<file path="src/rtl/fme_pkg.sv">
// Shared FME definitions: FSM states, candidate index width and default SAD width
// used by the integer-ME, half-pel and quarter-pel stages.
package fme_pkg;

  typedef enum logic [1:0] {
    IDLE  = 2'd0,
    ACCUM = 2'd1,
    FLUSH = 2'd2,
    DONE  = 2'd3
  } state_t;

  localparam int CAND_W    = 4;
  localparam int INT_POS   = 0;
  localparam int SAD_W_DEF = 16;

endpackage

</file>
<file path="src/rtl/sad_acc.sv">
// Absolute-difference register stage feeding a saturating SAD accumulator.
// A beat flagged 'first' restarts the sum, so candidates abut without a bubble.
module sad_acc #(
  parameter int PIX_W = 8,
  parameter int SAD_W = 16
) (
  input  logic             clk,
  input  logic             rst,
  input  logic             clr,
  input  logic             in_vld,
  input  logic             first,
  input  logic [PIX_W-1:0] a,
  input  logic [PIX_W-1:0] b,
  output logic [SAD_W-1:0] acc
);

  logic [PIX_W:0] diff_ab;
  logic [PIX_W:0] diff_ba;
  logic [PIX_W:0] ad;
  logic           s1_vld;
  logic           s1_first;
  logic [SAD_W:0] sum;

  assign diff_ab = {1'b0, a} - {1'b0, b};
  assign diff_ba = {1'b0, b} - {1'b0, a};
  assign sum     = {1'b0, acc} + (SAD_W+1)'(ad);

  always_ff @(posedge clk) begin
    if (rst || clr) begin
      ad       <= '0;
      s1_vld   <= 1'b0;
      s1_first <= 1'b0;
      acc      <= '0;
    end else begin
      s1_vld   <= in_vld;
      s1_first <= first;
      ad       <= (a >= b) ? diff_ab : diff_ba;
      if (s1_vld) begin
        if (s1_first)
          acc <= SAD_W'(ad);
        else
          acc <= sum[SAD_W] ? '1 : sum[SAD_W-1:0];
      end
    end
  end

endmodule

</file>
<file path="src/rtl/half_sad_sel.sv">
// Half-pel candidate selector: accumulates SAD for each of NUM_CAND candidates
// and keeps the cheapest position, integer position included.
module half_sad_sel
  import fme_pkg::*;
#(
  parameter int PIX_W    = 8,
  parameter int BLK_PIX  = 16,
  parameter int NUM_CAND = 8,
  parameter int SAD_W    = SAD_W_DEF
) (
  input  logic              clk,
  input  logic              rst,
  input  logic              start,
  input  logic [SAD_W-1:0]  int_sad,
  input  logic              pix_valid,
  input  logic [PIX_W-1:0]  cand_pix,
  input  logic [PIX_W-1:0]  cur_pix,
  output logic [CAND_W-1:0] cand_req,
  output logic              busy,
  output logic              done,
  output logic [CAND_W-1:0] best_cand,
  output logic [SAD_W-1:0]  best_sad
);

  localparam int PC_W = (BLK_PIX > 1) ? $clog2(BLK_PIX) : 1;

  state_t            state;
  logic [PC_W-1:0]   pix_cnt;
  logic [CAND_W-1:0] cand_cnt;
  logic              beat;
  logic              pix_last;
  logic              clr;
  logic [SAD_W-1:0]  acc;
  // [0]: last beat of a candidate in the |a-b| stage; [1]: its sum now sits in acc
  logic [1:0]        last_pipe;
  logic [CAND_W-1:0] s1_cand;
  logic [CAND_W-1:0] close_cand;

  assign beat     = (state == ACCUM) && pix_valid;
  assign pix_last = (pix_cnt == PC_W'(BLK_PIX - 1));
  assign clr      = (state == IDLE) && start;

  sad_acc #(
    .PIX_W (PIX_W),
    .SAD_W (SAD_W)
  ) u_sad_acc (
    .clk    (clk),
    .rst    (rst),
    .clr    (clr),
    .in_vld (beat),
    .first  (beat && (pix_cnt == '0)),
    .a      (cand_pix),
    .b      (cur_pix),
    .acc    (acc)
  );

  always_ff @(posedge clk) begin
    if (rst) begin
      state      <= IDLE;
      pix_cnt    <= '0;
      cand_cnt   <= '0;
      cand_req   <= '0;
      busy       <= 1'b0;
      done       <= 1'b0;
      best_cand  <= '0;
      best_sad   <= '0;
      last_pipe  <= '0;
      s1_cand    <= '0;
      close_cand <= '0;
    end else begin
      last_pipe[0] <= beat && pix_last;
      last_pipe[1] <= last_pipe[0];
      s1_cand      <= cand_cnt;
      close_cand   <= s1_cand;

      // Strict less-than: ties keep the earlier (lower-index) position.
      if (last_pipe[1] && (acc < best_sad)) begin
        best_sad  <= acc;
        best_cand <= close_cand;
      end

      case (state)
        IDLE: begin
          done <= 1'b0;
          if (start) begin
            best_sad  <= int_sad;
            best_cand <= CAND_W'(INT_POS);
            pix_cnt   <= '0;
            cand_cnt  <= CAND_W'(1);
            cand_req  <= CAND_W'(1);
            busy      <= 1'b1;
            state     <= ACCUM;
          end
        end
        ACCUM: begin
          if (pix_valid) begin
            pix_cnt <= pix_cnt + 1'b1;
            if (pix_last) begin
              if (cand_cnt == CAND_W'(NUM_CAND)) begin
                cand_req <= '0;
                state    <= FLUSH;
              end else begin
                cand_cnt <= cand_cnt + 1'b1;
                cand_req <= cand_cnt + 1'b1;
              end
            end
          end
        end
        FLUSH: begin
          if (last_pipe[1] && (close_cand == CAND_W'(NUM_CAND))) begin
            busy  <= 1'b0;
            done  <= 1'b1;
            state <= DONE;
          end
        end
        DONE: begin
          done  <= 1'b0;
          state <= IDLE;
        end
        default: state <= IDLE;
      endcase
    end
  end

endmodule

</file>
<file path="config.mk">
export PLATFORM = sky130hd
export DESIGN_NAME = half_sad_sel
export DESIGN_NICKNAME = d
export VERILOG_FILES = /design/src/rtl/fme_pkg.sv /design/src/rtl/sad_acc.sv /design/src/rtl/half_sad_sel.sv
export SDC_FILE = /design/constraint.sdc
export NUM_CORES = 1
export LEC_CHECK = 0
export ABC_AREA = 1
export ABC_CLOCK_PERIOD_IN_PS = 3600
export CAP_MARGIN = 20
export CORE_AREA = 2 2 110 112
export CTS_BUF_LIST = sky130_fd_sc_hd__clkbuf_8
export DETAILED_ROUTE_END_ITERATION = 10
export DIE_AREA = 0 0 112 114
export PLACE_DENSITY = 0.74
export SKIP_CTS_REPAIR_TIMING = 1
export SYNTH_ARGS = -nofsm -noshare
export SYNTH_HDL_FRONTEND = slang
export SYNTH_SLANG_ARGS = --single-unit
</file>
<file path="constraint.sdc">
create_clock -name clk -period 3.6 [get_ports clk]
set_clock_uncertainty 0.1 [all_clocks]
set_input_delay 0.36 -clock clk [delete_from_list [all_inputs] [get_ports clk]]
set_output_delay 0.36 -clock clk [all_outputs]
set_load 0.005 [all_outputs]
</file>
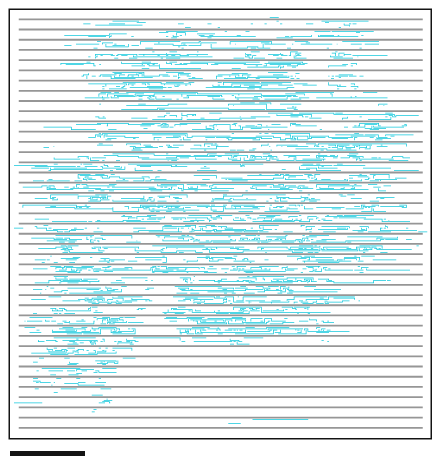
layer_met1.png
Bar = 20 µm. Supply wires on this layer in gray.
share of all routed wire: 48%
longest straight run: 29.9 µm

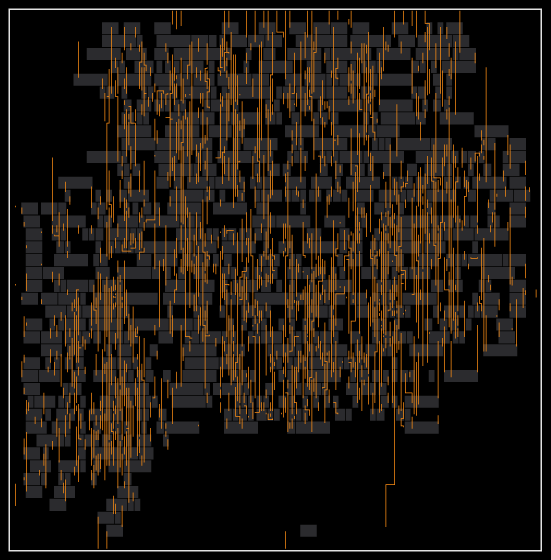
layer_met2.png
nets with wire on the layer: 658
share of all routed wire: 45%
wire length on this layer: 5250 µm
longest straight run: 34.7 µm
main direction: vertical

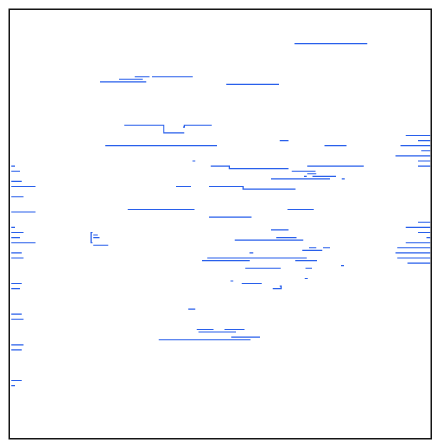
layer_met3.png
wire length on this layer: 559 µm
share of all routed wire: 4.8%

==> metal layers <==
metal  track usage [%]  vias up  share of wire, %
li1                  -     2475                 -
met1              24.5     2084                48
met2              31.4      127                45
met3              3.93       20               4.8
met4              5.28        0               2.0
met5                 0        -                 0
==> cells by family (layout without fill, tap and decap cells) <==
family / after synthesis / in the layout / share of synthesized area, %
and+or+nand+nor: 356 / 356 / 31.1
buffers and inverters: 130 / 188 / 10.7
AOI/OAI and AO/OA: 111 / 111 / 12.6
DFF: 73 / 73 / 28.8
adders and majority gates: 51 / 51 / 13.0
xor gates and xnor gates: 21 / 21 / 3.63
==> cell type report <==
type	instances	area [µm²]
fillers	1203	5790
multi-input cells	539	3060
flip-flops and latches	73	1460
repair buffers	64	633
inverters	109	412
well taps	147	184
clock buffers	10	138
clock inverters	5	32.5
==> Yosys cell counts (4+ instances only) <==
library cell	number	area share, %
nand3_1	52	5.1
buf_6	6	1.3
a21oi_2	4	0.69
dfxtp_1	73	29
nand2_2	8	0.99
ha_1	48	12
nor3_1	8	0.79
o21ai_0	27	2.7
o21bai_1	6	0.89
nand2_1	176	13
inv_2	7	0.52
xnor2_1	7	1.2
nand4_1	10	1.2
nor2_1	84	6.2
clkbuf_1	10	0.74
inv_1	100	7.4
xor2_1	14	2.4
o21ai_1	5	0.49
a21oi_1	56	5.5
==> how the worst max path moves through the flow <==
stage	start	endpoint	slack, ns	cells past startpoint
floorplan	u_sad_acc.acc[0]	u_sad_acc.acc[7]	1.65	12
global placement	cand_pix[0]	u_sad_acc.ad[6]	1.19	9
detailed placement	cand_pix[0]	u_sad_acc.ad[6]	1.10	9
CTS	u_sad_acc.acc[0]	u_sad_acc.acc[7]	1.26	12
global route	u_sad_acc.acc[0]	u_sad_acc.acc[7]	0.97	12
finish	u_sad_acc.acc[0]	u_sad_acc.acc[7]	1.23	12
==> flip-flops by register name, indices dropped and copies added (netlist names), 4 cells and up <==
name / cells
u_sad_acc.ad: 9
cand_cnt: 4
pix_cnt: 4
best_sad: 16
u_sad_acc.acc: 16
best_cand: 4
s1_cand: 4
close_cand: 4
cand_req: 4
==> worst max-delay path, cell delays in order (launching register included) <==
cell and delay (ns):
dfxtp_1 0.38, ha_1 0.22, inv_1 0.06, fa_1 0.40, inv_1 0.13, nand3_1 0.09, nand3_1 0.15, nand2_1 0.09
nand2_1 0.08, nand2_1 0.05, nand3_1 0.27, o21ai_0 0.16, a21oi_1 0.13
==> metrics by stage <==
stage,cells,hold WS (ns)
CTS,947,0.303
global route,947,0.311
finish,947,0.308
floorplan,742,0.288
global placement,932,0.293
detailed placement,932,0.300
==> power breakdown <==
group | leakage, µW | internal, µW | switching (µW)
registers | 0.000595 | 920 | 70.4
logic | 0.00212 | 456 | 688
clock network | 0.0000919 | 264 | 317
==> results.ini <==
[run_status]
status = complete, no violations

[grt]
grt_pass1_wl_mm = 19.9
grt_pass1_vias = 4411
grt_antenna_before_repair = 0
grtUsageTotal_pct = 18.7
grt_max_degree = 29
grt_overflow = 0

[detailed_routing]
wl_mm = 11.6
wire_per_inst_um = 12.2
ant_nets = 0
vias = 4706
routed_via_density = 4.97
firstDrtPassIters = 6
drt-initial-drc-count = 293
drc = 0

[power]
ir_worst_vdd_mv = 0.208
leakage_uw = 0.00281
power_density_nw_per_um2 = 459
total_power_uw = 2720

[clock_network]
cts_root_buffer = clkbuf_8
cts_tree = done
clockBufferDepth = 2
cts_buffers = 9
clkSinkCount = 73
insertion_delay_ns = 0.35
clkTransAtPathRegs_ns = 0.08
h-tree-depth = 3

[floorplan]
dieHeight_um = 114
dieWidth_um = 112
fp_util_pct = 43.3
fp-row-count = 40
dieArea_um2 = 12800
core_area_um2 = 11700
io_pins = 62

[synth]
syn_nets = 829
edf_count = 0
synthCells = 742
ys_seq_share_pct = 28.8
syn_area_per_cell_um2 = 6.83
ys_chip_area_um2 = 5070
ys.flop_type = dfxtp_1
synth-warning-count = 0
ys_ff = 73
synth_cell_types = 44
synthArstFlopShare_pct = 0
syn_area_um2 = 5070
ys_cells = 742

[critical_path]
reg2reg_from = u_sad_acc.acc[0]
r2r_cells = 12
critPathMaxFanout = 8
rr_endpoint = u_sad_acc.acc[7]
required_ns = 3.79
crit_type = reg -> reg
endpoint_kind = flip-flop
reg2reg_setup_slack_ns = 1.23
critPathLaunchType = flip-flop
critPathArrivalTime_ns = 2.55

[sta]
period_minus_slack_ns = 2.37
finalSetupViolCount = 0
slew_headroom_pct = 47.3
finalCritPeriodShare_pct = 65.8
setup_tns_ns = 0
rsz0062_at_grt = false
worstMarginPinSlew_ns = 0.790
final_hold_viol_count = 0
fin_ws_ns = 1.23
fmax_mhz = 422
slew_viol_final = 0

[flow_run]
drv_cap = 0
warnings = 39

[placed_design]
gp_congestion = 0.864
portBuffers = 61
post-place-ws_ns = 1.10
dpl-instance-area_um2 = 5750
dp_hpwl_mm = 8.79

[finish]
lay_top_count = nand2_1
diodes = 0
final_util_pct = 50.6
synthToLayoutAreaGrowth_pct = 16.9
layout-drive-gt1-share_pct = 7.00
lay_top_cells = nand2_1, inv_1, nor2_1
fin_area_um2 = 5920
fin_nets = 883

[hold_path]
hold_class = reg -> reg
min_from = last_pipe[0]
hold_depth = 2
holdPathEnd = last_pipe[1]

Power is estimated from default activity; no workload was simulated.
